==> images/placement_by_type.png <==
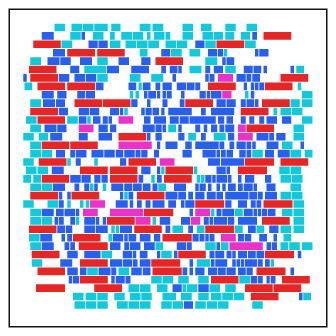
==> images/clk_routes.png <==
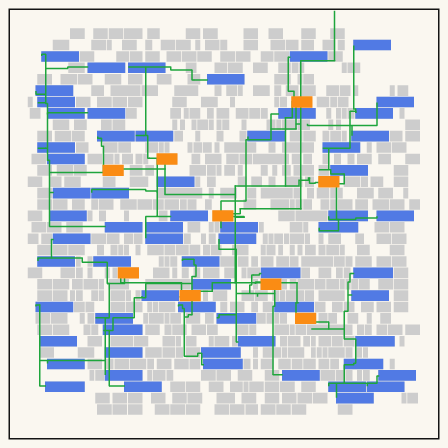
==> images/wires.png <==
Only two layers are drawn.
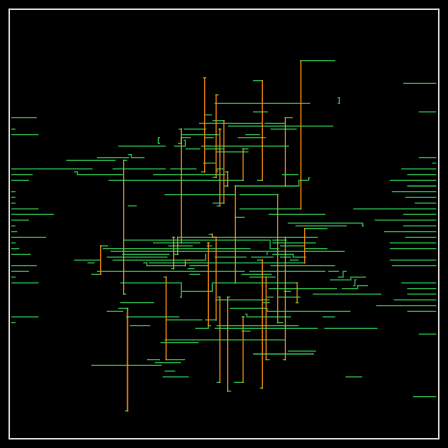
==> images/io_placement.png <==
Pins as bars across the die edge, other pins in grey.
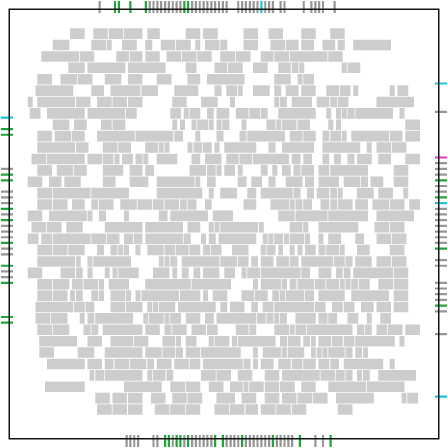
### config.mk
export PLATFORM = sky130hd
export DESIGN_NAME = fetch_pc_unit
export DESIGN_NICKNAME = d
export VERILOG_FILES = /design/src/rtl/cpu_defs.sv /design/src/rtl/fetch_addr_check.sv /design/src/rtl/fetch_pc_unit.sv
export SDC_FILE = /design/constraint.sdc
export NUM_CORES = 1
export LEC_CHECK = 0
export CAP_MARGIN = 10
export CORE_MARGIN = 4
export CORE_UTILIZATION = 47
export DETAILED_ROUTE_END_ITERATION = 10
export GPL_TIMING_DRIVEN = 0
export PLACE_DENSITY = 0.82
export SYNTH_ARGS = -nofsm -noshare
export SYNTH_HDL_FRONTEND = slang
export SYNTH_SLANG_ARGS = --single-unit
### constraint.sdc
create_clock -name clk -period 3.5 [get_ports clk]
set_input_delay 0.875 -clock clk [delete_from_list [all_inputs] [get_ports clk]]
set_output_delay 0.875 -clock clk [all_outputs]
set_load 0.02 [all_outputs]
### src/rtl/cpu_defs.sv
// Shared CPU definitions: CP0 exception codes and default fetch address map.
package cpu_defs;

    localparam logic [4:0] EXCCODE_INT  = 5'd0;
    localparam logic [4:0] EXCCODE_ADEL = 5'd4;
    localparam logic [4:0] EXCCODE_ADES = 5'd5;
    localparam logic [4:0] EXCCODE_SYS  = 5'd8;
    localparam logic [4:0] EXCCODE_RI   = 5'd10;
    localparam logic [4:0] EXCCODE_OV   = 5'd12;

    localparam logic [31:0] DEF_RESET_VEC = 32'h0000_3000;
    localparam logic [31:0] DEF_EXC_VEC   = 32'h0000_4180;
    localparam logic [31:0] DEF_TEXT_LO   = 32'h0000_3000;
    localparam logic [31:0] DEF_TEXT_HI   = 32'h0000_6ffc;

endpackage

### src/rtl/fetch_addr_check.sv
// Combinational word-alignment and window check of an address; reports
// EXC_CODE when the address is misaligned or outside [LO, HI].
module fetch_addr_check
    import cpu_defs::*;
#(
    parameter int              ADDR_W   = 32,
    parameter logic [ADDR_W-1:0] LO     = ADDR_W'(DEF_TEXT_LO),
    parameter logic [ADDR_W-1:0] HI     = ADDR_W'(DEF_TEXT_HI),
    parameter logic [4:0]      EXC_CODE = EXCCODE_ADEL
) (
    input  logic [ADDR_W-1:0] addr,
    output logic [4:0]        exccode
);

    logic illegal_s;

    // Classify the address and select the reported code.
    always_comb begin
        illegal_s = (addr[1:0] != 2'b00) || (addr < LO) || (addr > HI);
        if (illegal_s) begin
            exccode = EXC_CODE;
        end else begin
            exccode = 5'd0;
        end
    end

endmodule

### src/rtl/fetch_pc_unit.sv
// F-stage PC generator with prioritised redirects (exception, ERET, branch)
// and a one-entry pending redirect that survives fetch stalls.
module fetch_pc_unit
    import cpu_defs::*;
#(
    parameter int                ADDR_W    = 32,
    parameter logic [ADDR_W-1:0] RESET_VEC = ADDR_W'(DEF_RESET_VEC),
    parameter logic [ADDR_W-1:0] EXC_VEC   = ADDR_W'(DEF_EXC_VEC),
    parameter logic [ADDR_W-1:0] TEXT_LO   = ADDR_W'(DEF_TEXT_LO),
    parameter logic [ADDR_W-1:0] TEXT_HI   = ADDR_W'(DEF_TEXT_HI),
    parameter logic [4:0]        EXC_ADEL  = EXCCODE_ADEL
) (
    input  logic              clk,
    input  logic              reset,
    input  logic              stall,
    input  logic              br_valid,
    input  logic [ADDR_W-1:0] br_target,
    input  logic              exc_req,
    input  logic              eret_req,
    input  logic [ADDR_W-1:0] epc,
    output logic [ADDR_W-1:0] pc,
    output logic [ADDR_W-1:0] pc4,
    output logic [4:0]        exccode,
    output logic              pend_valid
);

    localparam logic [ADDR_W-1:0] PC_STEP = ADDR_W'(4);

    logic [ADDR_W-1:0] pc_r;
    logic [ADDR_W-1:0] pend_target_r;
    logic              pend_valid_r;
    logic [ADDR_W-1:0] pc_nxt_s;
    logic [ADDR_W-1:0] pend_target_nxt_s;
    logic              pend_valid_nxt_s;
    logic [ADDR_W-1:0] pc4_s;

    assign pc4_s      = pc_r + PC_STEP;
    assign pc         = pc_r;
    assign pc4        = pc4_s;
    assign pend_valid = pend_valid_r;

    // Next-state priority: exception, ERET, stall (capture branch), live branch, pending, sequential.
    always_comb begin
        pc_nxt_s          = pc_r;
        pend_valid_nxt_s  = pend_valid_r;
        pend_target_nxt_s = pend_target_r;
        if (exc_req) begin
            pc_nxt_s         = EXC_VEC;
            pend_valid_nxt_s = 1'b0;
        end else if (eret_req) begin
            pc_nxt_s         = epc;
            pend_valid_nxt_s = 1'b0;
        end else if (stall) begin
            if (br_valid) begin
                pend_valid_nxt_s  = 1'b1;
                pend_target_nxt_s = br_target;
            end else begin
                pend_valid_nxt_s  = pend_valid_r;
                pend_target_nxt_s = pend_target_r;
            end
        end else if (br_valid) begin
            // A live branch is newer than anything held in the pending entry.
            pc_nxt_s         = br_target;
            pend_valid_nxt_s = 1'b0;
        end else if (pend_valid_r) begin
            pc_nxt_s         = pend_target_r;
            pend_valid_nxt_s = 1'b0;
        end else begin
            pc_nxt_s = pc4_s;
        end
    end

    // PC and pending-redirect state registers.
    always_ff @(posedge clk or posedge reset) begin
        if (reset) begin
            pc_r          <= RESET_VEC;
            pend_valid_r  <= 1'b0;
            pend_target_r <= {ADDR_W{1'b0}};
        end else begin
            pc_r          <= pc_nxt_s;
            pend_valid_r  <= pend_valid_nxt_s;
            pend_target_r <= pend_target_nxt_s;
        end
    end

    fetch_addr_check #(
        .ADDR_W   (ADDR_W),
        .LO       (TEXT_LO),
        .HI       (TEXT_HI),
        .EXC_CODE (EXC_ADEL)
    ) u_addr_check (
        .addr    (pc_r),
        .exccode (exccode)
    );

endmodule

==> flow_summary.ini <==
; generated from flow reports
[layout]
regArea_mm2 = 0.00164
layout_top_cells = clkdlybuf4s50_1, dfrtp_1, nand2_1
nets = 678
drive_gt1_frac = 0.176
area_growth_pct = 47.0
logic_area_mm2 = 0.00246
layout.cells.most_common = clkdlybuf4s50_1
stdcell_area_mm2 = 0.00613
fill_cells = 702
diodes = 0

[setup_path]
critPathMaxStageDelay_ps = 480
path_max_fanout = 8
path_class = flop to output pin
r2r_cells = 7
rr_endpoint = pc[21]$_DFFE_PP0P_
start_kind = flop
r2r_slack_ps = 810
crit_path_top_delay_cell = or3_1

[logic_synthesis]
mappedNetlistArea_mm2 = 0.00417
synth_area_per_cell_um2 = 9.21
yosys_area_mm2 = 0.00417
ys_seq_frac = 0.391
async_flop_share = 1.00
yosysCellCount = 453
synthTopCellsByArea = dfrtp_1, mux2_2, xnor2_1
synth_cell_types = 62
ys.flop_type = dfrtp_1
synth_flops = 65
yosysWarnings = 0
edf_count = 0
top_area_frac = 0.378
synth_cells = 453

[run]
warnings = 27
cap_violations = 0

[clocking]
path_clk_slew_ps = 80
cts_tree = built
numCtsBuffers = 9
cts.sinks = 65
root_buffer = clkbuf_8
insertion_delay_ps = 350
clk_path_buf_depth = 2
cts_hold_buffers = 0

[routing]
wl_um = 16100
detail_route.wl_per_cell_um = 22.4
ant_nets = 0
remaining_drc_errors = 0
viasPerCell = 6.40
vias = 4608
drt_iter0_drc = 498

[power]
combPwrFrac = 0.268
p_per_area_mw_per_mm2 = 399
p_int_uw = 1690
ir_worst_vdd_v = 0.000260
sw_frac_of_total = 0.310

[die]
chip_area_mm2 = 0.0104
die_w_um = 102
design.portCount = 140
fp_util = 0.481
num_rows = 34
dieHeight_um = 102
core_mm2 = 0.00868

[placement]
port_buffers = 133
dp_slack_ps = -332
hpwl_um = 11900
gp_congestion = 0.933

[final_timing]
max_freq_mhz = 289
setup_violations = 0
worst_slack_ps = 36.4
hold_viol_final = 0
tightest_slew_ps = 692
max_slew_margin = 0.539
skew_ps = 6.80
fin_setup_tns_ps = 0
rsz0062_at_grt = true
holdWs_ps = 511

[grt]
grt_pass1_wl_um = 24500
gr-total-overflow = 0
grt_max_degree = 37
antenna_found_initial = 0

[worst_hold_path]
min_from = pend_target_r[0]$_DFFE_PP0P_
worstHoldPathType = flop to flop
whs_path_depth = 1

[outcome]
outcome = complete, no violations
Notes on placement_by_type.png above:
Key: flops = red [cells 65]; combinational and other logic = blue [cells 348]; clock drivers and dummy loads = magenta [cells 16]; other buffers and delay cells = cyan [cells 183]

Notes on clk_routes.png above:
Key: flip-flops = blue [count 65]; clock drivers = orange [count 9]; clock wires = green [length 973 µm]
There are 10 routed clock nets.

Notes on wires.png above:
Key: metal 4 = orange [wire length 536 µm]; metal 3 = green [wire length 1560 µm]

Notes on io_placement.png above:
Key: br_target = green [pins 32, direction input, edge 11 left, 11 bottom, 6 top, 4 right]; exccode = cyan [pins 5, direction output, edge 3 right, 1 top, 1 left]; pend_valid = magenta [pins 1, direction output, edge right]

## metrics by stage
step                total power, µW  instances   util
floorplan                      1300        456      -
global placement               1590        697  0.651
detailed placement             1620        699  0.654
CTS                            2430        715  0.698
global route                   2540        720  0.707
finish                         2450        720  0.707
## flip-flops by register name, indices dropped and copies added, names as in the netlist
| signal | cells |
|---|---|
| pend_target_r | 32 |
| pend_valid | 1 |
| pc | 32 |
## how the worst max path moves through the flow
stage	start	endpoint	slack (ps)	depth (start not counted)
3_3_place_gp	pc[4]$_DFFE_PP0P_	pc4[29]	-350	7
2_1_floorplan	pc[15]$_DFFE_PP0P_	pc4[22]	250	6
4_1_cts	pc[11]$_DFFE_PP0P_	pc4[28]	10	6
5_1_grt	pc[10]$_DFFE_PP0P_	pc4[21]	-20	6
3_5_place_dp	pc[4]$_DFFE_PP0P_	pc4[29]	-330	7
6_report	pc[4]$_DFFE_PP0P_	pc4[21]	40	7
## Yosys cell counts (9+ instances only)
library cell,instances
a21oi_1,25
a221o_1,10
clkbuf_1,30
dfrtp_1,63
inv_1,9
mux2_2,30
nand2_1,41
nand3_1,14
nand4_1,9
nor2_1,23
nor3_1,10
nor4_1,14
o21a_1,11
o21ai_0,23
xnor2_1,18
xor2_1,11
## critical path, delay by kind of cell (launching register included)
kind	cells	cell delay, ps
buffers and inverters	3	720
and+or+nand+nor	3	890
xor gates and xnor gates	1	170
DFF	1	460
## cell type report
cell class / count / share of cell area
clock inverters: 6 / 0.0188
clock buffers: 10 / 0.0224
well taps: 108 / 0.0220
flip-flops and latches: 65 / 0.268
repair buffers: 144 / 0.231
plain buffers: 39 / 0.0294
inverters: 11 / 0.00673
multi-input cells: 337 / 0.402
## per-layer routing
layer	vias up	global-route usage	part of all wire
li1	1996	-	-
met1	2233	0.392	0.38
met2	318	0.517	0.49
met3	61	0.0751	0.097
met4	0	0.106	0.033
met5	-	0	0
## power by group through the flow
stage	Clock (µW)	Combinational, µW	Sequential [µW]
floorplan	0	323	977
global placement	0	636	956
detailed placement	0	653	965
CTS	828	643	961
global route	864	696	977
finish	824	657	965
## cells by family (layout without fill, tap and decap cells)
logic type,after synthesis,in the layout,share of synthesized area
AND-OR/OR-AND,127,127,0.218
XOR/XNOR,29,29,0.0609
adder cells (fa/ha/maj),1,1,0.00300
buffers and inverters,54,210,0.0567
flip-flops,65,65,0.391
multiplexers,38,38,0.100
other,1,4,0.000899
AND/OR/NAND/NOR,138,138,0.170
## repair_timing
| item | CTS | global route |
|---|---|---|
| buffers inserted | 4 | 4 |
| setup endpoints to repair | 21 | 13 |
| endpoints found under the hold margin | 0 | 0 |
| pin swaps | 3 | 1 |
| gates resized | 53 | 12 |
| cloned | 0 | 0 |
Power and IR drop assume default switching activity.
